[config.mk]
export PLATFORM = sky130hd
export DESIGN_NAME = imul_operand_join
export DESIGN_NICKNAME = d
export VERILOG_FILES = /design/src/rtl/imul_pkg.sv /design/src/rtl/imul_operand_queue.sv /design/src/rtl/imul_operand_join.sv
export SDC_FILE = /design/constraint.sdc
export NUM_CORES = 1
export LEC_CHECK = 0
export CAP_MARGIN = 0
export CORE_MARGIN = 2
export CORE_UTILIZATION = 31
export CTS_BUF_LIST = sky130_fd_sc_hd__clkbuf_2 sky130_fd_sc_hd__clkbuf_4 sky130_fd_sc_hd__clkbuf_8
export CTS_CLUSTER_SIZE = 20
export DETAILED_ROUTE_END_ITERATION = 7
export PLACE_DENSITY = 0.63
export SETUP_SLACK_MARGIN = 0.15
export SYNTH_ARGS = -nofsm -noshare
export SYNTH_HDL_FRONTEND = slang
export SYNTH_HIERARCHICAL = 1
export SYNTH_SLANG_ARGS = --single-unit
export TNS_END_PERCENT = 10
[constraint.sdc]
create_clock -name clk -period 5.3 [get_ports clk]
set_clock_uncertainty 0.15 [all_clocks]
set_input_delay 1.06 -clock clk [delete_from_list [all_inputs] [get_ports clk]]
set_output_delay 1.06 -clock clk [all_outputs]
set_load 0.05 [all_outputs]
[src/rtl/imul_pkg.sv]
// Shared multiplier types: operand/pair widths and the {a, b} pair
// layout that the multiplier's 64-bit receive port consumes directly.
package imul_pkg;

   localparam int IMUL_OPERAND_NBITS = 32;
   localparam int IMUL_PAIR_NBITS    = 64;

   // a lands in [63:32], b in [31:0]
   typedef struct packed {
      logic [IMUL_OPERAND_NBITS-1:0] a;
      logic [IMUL_OPERAND_NBITS-1:0] b;
   } imul_pair_t;

endpackage

[src/rtl/imul_operand_queue.sv]
// Normal (non-bypass) FIFO with val/rdy on both sides.
// Ports: clk, reset, enq_{val,rdy,msg}, deq_{val,rdy,msg}.
module imul_operand_queue
   import imul_pkg::*;
#(
   parameter int p_num_entries = 2,
   parameter int p_nbits       = IMUL_OPERAND_NBITS
)(
   input  logic               clk,
   input  logic               reset,
   input  logic               enq_val,
   output logic               enq_rdy,
   input  logic [p_nbits-1:0] enq_msg,
   output logic               deq_val,
   input  logic               deq_rdy,
   output logic [p_nbits-1:0] deq_msg
);

   localparam int PW = (p_num_entries > 1) ? $clog2(p_num_entries) : 1;
   localparam int CW = PW + 1;
   localparam logic [CW-1:0] FULL = CW'(p_num_entries);

   logic [p_nbits-1:0] storage [p_num_entries];
   logic [PW-1:0]      enq_ptr;
   logic [PW-1:0]      deq_ptr;
   logic [CW-1:0]      count;
   logic               enq_go;
   logic               deq_go;

   // Ready comes from registered count only: no full-queue bypass.
   assign enq_rdy = (count != FULL);
   assign deq_val = (count != '0);
   assign deq_msg = storage[deq_ptr];

   assign enq_go  = enq_val & enq_rdy;
   assign deq_go  = deq_val & deq_rdy;

   // Depth is a power of two, so pointers wrap by natural overflow.
   always_ff @(posedge clk) begin
      if (reset) begin
         enq_ptr <= '0;
         deq_ptr <= '0;
         count   <= '0;
      end else begin
         if (enq_go)
            enq_ptr <= enq_ptr + PW'(1);
         if (deq_go)
            deq_ptr <= deq_ptr + PW'(1);
         unique case ({enq_go, deq_go})
            2'b10:   count <= count + CW'(1);
            2'b01:   count <= count - CW'(1);
            default: count <= count;
         endcase
      end
   end

   always_ff @(posedge clk) begin
      if (enq_go)
         storage[enq_ptr] <= enq_msg;
   end

endmodule

[src/rtl/imul_operand_join.sv]
// Operand join: pairs A and B operands in arrival order into {a, b}.
// Ports: clk, reset, recv_a_*, recv_b_*, send_* (val/rdy streams).
module imul_operand_join
   import imul_pkg::*;
#(
   parameter int p_num_entries = 2
)(
   input  logic                          clk,
   input  logic                          reset,
   input  logic                          recv_a_val,
   output logic                          recv_a_rdy,
   input  logic [IMUL_OPERAND_NBITS-1:0] recv_a_msg,
   input  logic                          recv_b_val,
   output logic                          recv_b_rdy,
   input  logic [IMUL_OPERAND_NBITS-1:0] recv_b_msg,
   output logic                          send_val,
   input  logic                          send_rdy,
   output logic [IMUL_PAIR_NBITS-1:0]    send_msg
);

   logic                          a_val;
   logic                          b_val;
   logic [IMUL_OPERAND_NBITS-1:0] a_msg;
   logic [IMUL_OPERAND_NBITS-1:0] b_msg;
   logic                          send_go;
   imul_pair_t                    pair;

   imul_operand_queue #(
      .p_num_entries (p_num_entries),
      .p_nbits       (IMUL_OPERAND_NBITS)
   ) a_q (
      .clk     (clk),
      .reset   (reset),
      .enq_val (recv_a_val),
      .enq_rdy (recv_a_rdy),
      .enq_msg (recv_a_msg),
      .deq_val (a_val),
      .deq_rdy (send_go),
      .deq_msg (a_msg)
   );

   imul_operand_queue #(
      .p_num_entries (p_num_entries),
      .p_nbits       (IMUL_OPERAND_NBITS)
   ) b_q (
      .clk     (clk),
      .reset   (reset),
      .enq_val (recv_b_val),
      .enq_rdy (recv_b_rdy),
      .enq_msg (recv_b_msg),
      .deq_val (b_val),
      .deq_rdy (send_go),
      .deq_msg (b_msg)
   );

   // Both queues pop together, so pairing order can never slip.
   assign send_val = a_val & b_val;
   assign send_go  = send_val & send_rdy;

   assign pair.a   = a_msg;
   assign pair.b   = b_msg;

   // Zero-mask hides stale storage when no pair is offered.
   assign send_msg = send_val ? pair : '0;

endmodule

**Metal layers overlaid**

Bar = 50 µm. Two of the layers only.
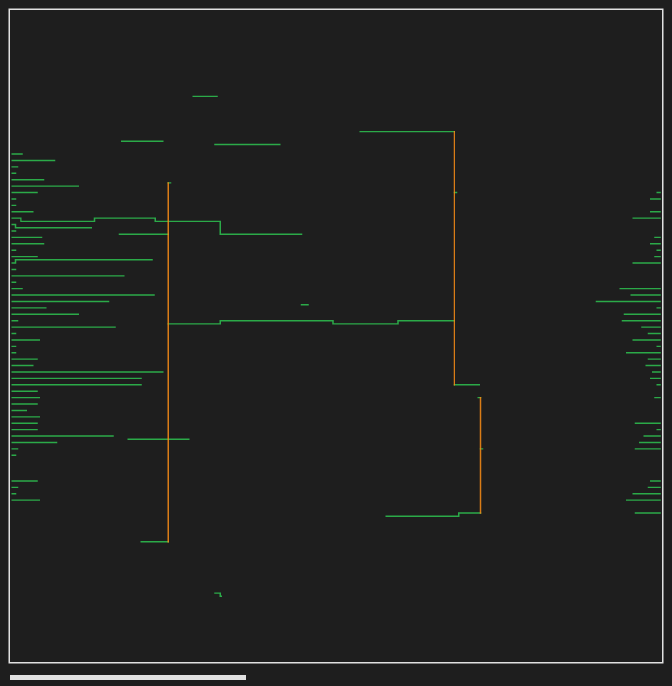
met4: marked orange, wire length 154 µm. met3: marked green, wire length 792 µm.

**Signal metal coverage by tile**

The die is cut into 28 by 28 equal tiles; white is low, dark blue is high, scaled to the fullest tile. Values are wire area over tile area, all layers added.
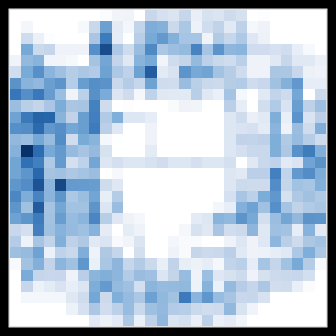
The densest ninth of the die: middle left. 14% of the tiles are over half the peak. 22% of the tiles are nearly empty. The emptiest ninth of the die: center.

**Sequential cells grouped by signal name**

Other sequential cells in the stronger gray, the rest of the logic in the fainter gray.
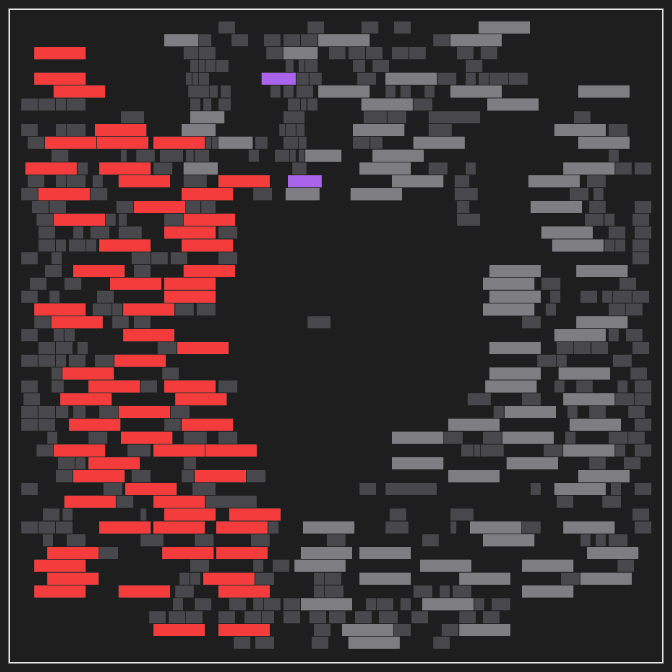
b_q/storage: marked red, flops 64. a_q/count: marked purple, flops 2.
Another 72 sequential cells are not colored.

==> run_summary.xml <==
<?xml version="1.0" encoding="UTF-8"?>
<metrics>
  <group name="worst_setup_path">
    <metric name="worst_ep_required_time" unit="ns">4.09</metric>
    <metric name="timing.critical_path.cells" unit="">or2_2 &gt; and3_1 &gt; clkdlybuf4s50_1</metric>
    <metric name="timing.rr.end" unit="">b_q/count[1]$_SDFFE_PP0P_</metric>
    <metric name="rr_worst_depth" unit="">6</metric>
    <metric name="crit_path_top_delay_cell" unit="">sky130_fd_sc_hd__or2_2</metric>
    <metric name="critical_path.startpoint_type" unit="">register</metric>
    <metric name="ff2ff_setup_slack" unit="ns">2.55</metric>
    <metric name="worst-path-max-fanout" unit="">66</metric>
    <metric name="crit_path_end_kind" unit="">output pin</metric>
    <metric name="critical_path.reg2reg.startpoint" unit="">a_q/count[0]$_SDFFE_PP0P_</metric>
    <metric name="timing.critical_path.buf_inv" unit="">1</metric>
    <metric name="cpPeakStageDelay" unit="ns">0.84</metric>
    <metric name="worstSetupPathType" unit="">register to output pin</metric>
  </group>
  <group name="global_route">
    <metric name="number_of_global_route_vias_before_repair" unit="">3517</metric>
    <metric name="antenna_found_initial" unit="">0</metric>
    <metric name="globalRouteOverflowTotal" unit="">0</metric>
    <metric name="total_track_usage" unit="%">12.35</metric>
    <metric name="maximum_number_of_pins_on_one_net_before_global_route_repair" unit="">67</metric>
  </group>
  <group name="routing">
    <metric name="detail_route.drc_violations" unit="">0</metric>
    <metric name="violation_tally_from_detailed_route_iteration_zero" unit="">137</metric>
    <metric name="drt-total-wl" unit="µm">11460</metric>
    <metric name="vias" unit="">3232</metric>
    <metric name="avgViaCountPerCell" unit="">4.578</metric>
    <metric name="detailedRoute.firstPassIterationCount" unit="">4</metric>
    <metric name="drt.antenna.violating_nets" unit="">0</metric>
  </group>
  <group name="logic_synthesis">
    <metric name="synth-async-reset-ratio" unit="%">0</metric>
    <metric name="ys_warn_count" unit="">6</metric>
    <metric name="synthCells" unit="">328</metric>
    <metric name="synth_seq_share" unit="%">72.27</metric>
    <metric name="largest_area_cell" unit="">sky130_fd_sc_hd__edfxtp_1</metric>
    <metric name="yosys.cell_types.count" unit="">26</metric>
    <metric name="yosys-top-cells-count" unit="">128 x sky130_fd_sc_hd__edfxtp_1, 62 x sky130_fd_sc_hd__and3_1, 60 x sky130_fd_sc_hd__mux2_2</metric>
    <metric name="synthMostInstantiatedCell" unit="">sky130_fd_sc_hd__edfxtp_1</metric>
    <metric name="yosysChipArea" unit="µm²">5595</metric>
    <metric name="post_synth_instance_area" unit="µm²">5595</metric>
    <metric name="synthFlopType" unit="">sky130_fd_sc_hd__edfxtp_1</metric>
    <metric name="synth-edff-count" unit="">128</metric>
    <metric name="leading_cell_types_by_total_area_after_synthesis" unit="">sky130_fd_sc_hd__edfxtp_1 69%, sky130_fd_sc_hd__mux2_2 12%, sky130_fd_sc_hd__and3_1 6.9%, sky130_fd_sc_hd__dfxtp_1 3.6%, sky130_fd_sc_hd__buf_6 1.8%</metric>
    <metric name="syn_avg_cell_area" unit="µm²">17.06</metric>
    <metric name="yosys.area.top_type_share" unit="%">68.69</metric>
    <metric name="cell_count_in_the_yosys_report" unit="">328</metric>
    <metric name="synth.net_count" unit="">399</metric>
  </group>
  <group name="run_status">
    <metric name="run_status" unit="">completed</metric>
  </group>
  <group name="finish">
    <metric name="area.growth.synth_to_final" unit="%">33.97</metric>
    <metric name="insertedDiodeCount" unit="">0</metric>
    <metric name="drive_gt1_share" unit="%">21.59</metric>
    <metric name="nNetsFinal" unit="">535</metric>
    <metric name="final_cell_mix" unit="">135 x sky130_fd_sc_hd__clkdlybuf4s50_1, 128 x sky130_fd_sc_hd__edfxtp_1, 61 x sky130_fd_sc_hd__and3_1, 60 x sky130_fd_sc_hd__mux2_2, 17 x sky130_fd_sc_hd__clkbuf_8</metric>
    <metric name="final_common_cell" unit="">sky130_fd_sc_hd__clkdlybuf4s50_1</metric>
    <metric name="filler_cell_count" unit="">1598</metric>
    <metric name="final-seq-area" unit="µm²">4045</metric>
    <metric name="area.combinational" unit="µm²">1379</metric>
  </group>
  <group name="floorplan">
    <metric name="rows" unit="">49</metric>
    <metric name="pin_count" unit="">136</metric>
    <metric name="chipArea" unit="µm²">19140</metric>
    <metric name="chipHeight" unit="µm">138.4</metric>
    <metric name="floorplan.initialDensity" unit="%">31.36</metric>
    <metric name="floorplan.core_area" unit="µm²">17840</metric>
  </group>
  <group name="clock_tree">
    <metric name="cts_made_buffers" unit="">17</metric>
    <metric name="cts_num_sinks" unit="">138</metric>
    <metric name="cts_tree" unit="">done</metric>
    <metric name="ctsHoldBuffers" unit="">0</metric>
    <metric name="cts.repair.resized" unit="">0</metric>
    <metric name="skew_pair_late_insertion_delay" unit="ns">0.44</metric>
    <metric name="cts-root-to-sink-buffers" unit="">2</metric>
    <metric name="post-cts-setup-buffers" unit="">0</metric>
    <metric name="path_clk_slew" unit="ns">0.08</metric>
  </group>
  <group name="placement">
    <metric name="port_buffers" unit="">135</metric>
    <metric name="gp_congestion" unit="">0.7344</metric>
    <metric name="hpwl" unit="µm">7221</metric>
  </group>
  <group name="pwr">
    <metric name="share_seq_of_total_power" unit="%">47.8</metric>
    <metric name="worst_ir_drop_vdd" unit="µV">158.5</metric>
    <metric name="report.power.total" unit="µW">2734</metric>
    <metric name="power.share.clock" unit="%">31.6</metric>
    <metric name="power.density_cell_area" unit="nW/µm²">364.7</metric>
    <metric name="combinationalPowerShare" unit="%">20.6</metric>
    <metric name="power.static_leakage" unit="µW">0.002715</metric>
    <metric name="power.internal" unit="µW">1952</metric>
    <metric name="power.share.switching" unit="%">28.57</metric>
  </group>
  <group name="run">
    <metric name="max_cap_violations" unit="">0</metric>
    <metric name="warning_count" unit="">26</metric>
  </group>
  <group name="final_timing">
    <metric name="totalNegativeSetupSlack" unit="ns">0</metric>
    <metric name="layout_min_cycle_time" unit="ns">4.076</metric>
    <metric name="grt_setup_unrepaired" unit="">false</metric>
    <metric name="final_hold_slack" unit="ns">0.3762</metric>
    <metric name="worst_slew_pin_slew" unit="ns">1.044</metric>
    <metric name="timing.final.setup_violations" unit="">0</metric>
    <metric name="headroom_to_the_max_slew_limit" unit="%">30.37</metric>
    <metric name="finalMaxSlewViolations" unit="">0</metric>
    <metric name="timing_hold_violations_final" unit="">0</metric>
    <metric name="fin_crit_sh" unit="%">76.91</metric>
    <metric name="achievable-frequency" unit="MHz">245.3</metric>
  </group>
  <group name="min_path">
    <metric name="min_delay_worst_endpoint" unit="">b_q/count[1]$_SDFFE_PP0P_</metric>
    <metric name="min_delay_src" unit="">b_q/count[1]$_SDFFE_PP0P_</metric>
    <metric name="worstHoldPathType" unit="">register to register</metric>
  </group>
</metrics>
**Metal 1**

Bar = 50 µm. Cells faint in the background.
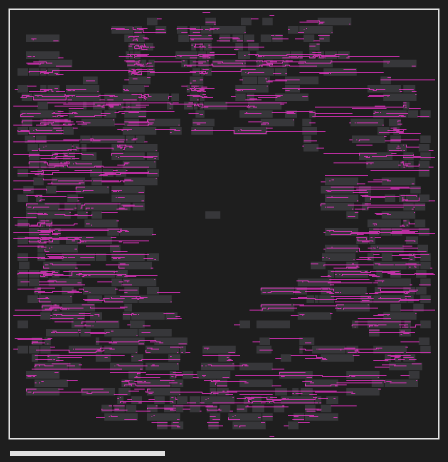
The wires run mostly horizontal. 484 nets have wire on it. The longest straight run is 35.4 µm. The layer carries 5010 µm of wire.

**Track usage over the die**

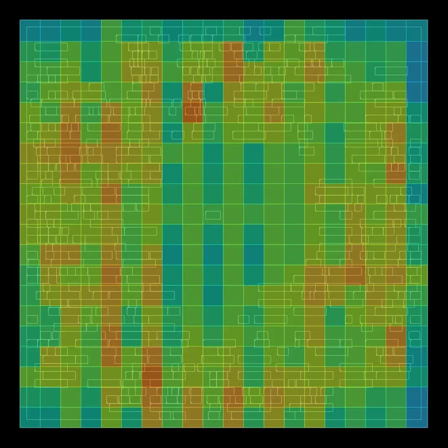
grt met1 use: 14.45%
average detailed-routed wire length per instance: 16.24 µm
global-route track usage on met3: 4.919%
post-layout utilization of the core: 42.02%

flip-flops by register name, indices dropped and copies added, names as in the netlist, named ones only:
name / count
a_q/enq_ptr: 1
a_q/count: 2
b_q/storage: 64
a_q/deq_ptr: 1
b_q/enq_ptr: 1
b_q/count: 2
a_q/storage: 64
b_q/deq_ptr: 1
routing by layer:
metal	vias up	wire length (µm)	GRT usage (%)
met2	112	5503	20.61
met1	1584	5012	14.45
li1	1524	-	-
met3	12	792	4.919
met4	0	154	4.511
met5	-	0	0
how the worst max path moves through the flow:
| stage | start | to | slack (ns) | depth (start not counted) |
|---|---|---|---|---|
| 6_report | a_q/count[0]$_SDFFE_PP0P_ | send_msg[48] | 1.22 | 3 |
| 5_1_grt | b_q/count[0]$_SDFFE_PP0P_ | send_msg[21] | 1.03 | 3 |
| 3_5_place_dp | b_q/count[0]$_SDFFE_PP0P_ | send_msg[48] | 1.66 | 3 |
| 2_1_floorplan | register | send_msg[23] | 2.73 | 4 |
| 4_1_cts | b_q/count[0]$_SDFFE_PP0P_ | send_msg[48] | 1.16 | 3 |
| 3_3_place_gp | b_q/count[0]$_SDFFE_PP0P_ | send_msg[48] | 1.72 | 3 |
worst min-delay path, cell delays in order (launching register included):
cell and delay, ns:
sky130_fd_sc_hd__dfxtp_1 0.34, sky130_fd_sc_hd__o21ai_0 0.08, sky130_fd_sc_hd__a21oi_1 0.06
cell families after synthesis:
logic type,count (synthesis),synth area share [%]
AND/OR/NAND/NOR,84,9.190
flip-flops,138,72.27
buffers and inverters,24,3.108
adder cells (fa/ha/maj),2,0.4472
XOR/XNOR,6,0.9392
AND-OR/OR-AND,10,1.163
multiplexers,64,12.88
power by group through the flow:
| stage | clock (µW) | sequential [µW] | combinational (µW) |
|---|---|---|---|
| 5_1_grt | 938 | 1320 | 600 |
| 6_report | 864 | 1310 | 563 |
| 3_5_place_dp | 0 | 1330 | 569 |
| 3_3_place_gp | 0 | 1330 | 562 |
| 2_1_floorplan | 0 | 1320 | 397 |
| 4_1_cts | 895 | 1310 | 571 |
stage by stage:
step | std cells | cell area (µm²) | setup WS [ns]
6_report | 706 | 7496 | 1.224
5_1_grt | 706 | 7496 | 1.027
4_1_cts | 706 | 7496 | 1.161
3_5_place_dp | 674 | 7099 | 1.663
3_3_place_gp | 674 | 7099 | 1.725
2_1_floorplan | 328 | 5595 | 2.734
layout make-up:
type                       count  share of cell area (%)
sequential                   138                   53.96
timing repair buffer         139                   18.43
multi-input combinational    166                   18.39
tap                          229                   3.822
clock buffer                  18                   3.222
clock inverter                14                   2.070
inverter                       2                  0.1002
Power is estimated from default activity; no workload was simulated.
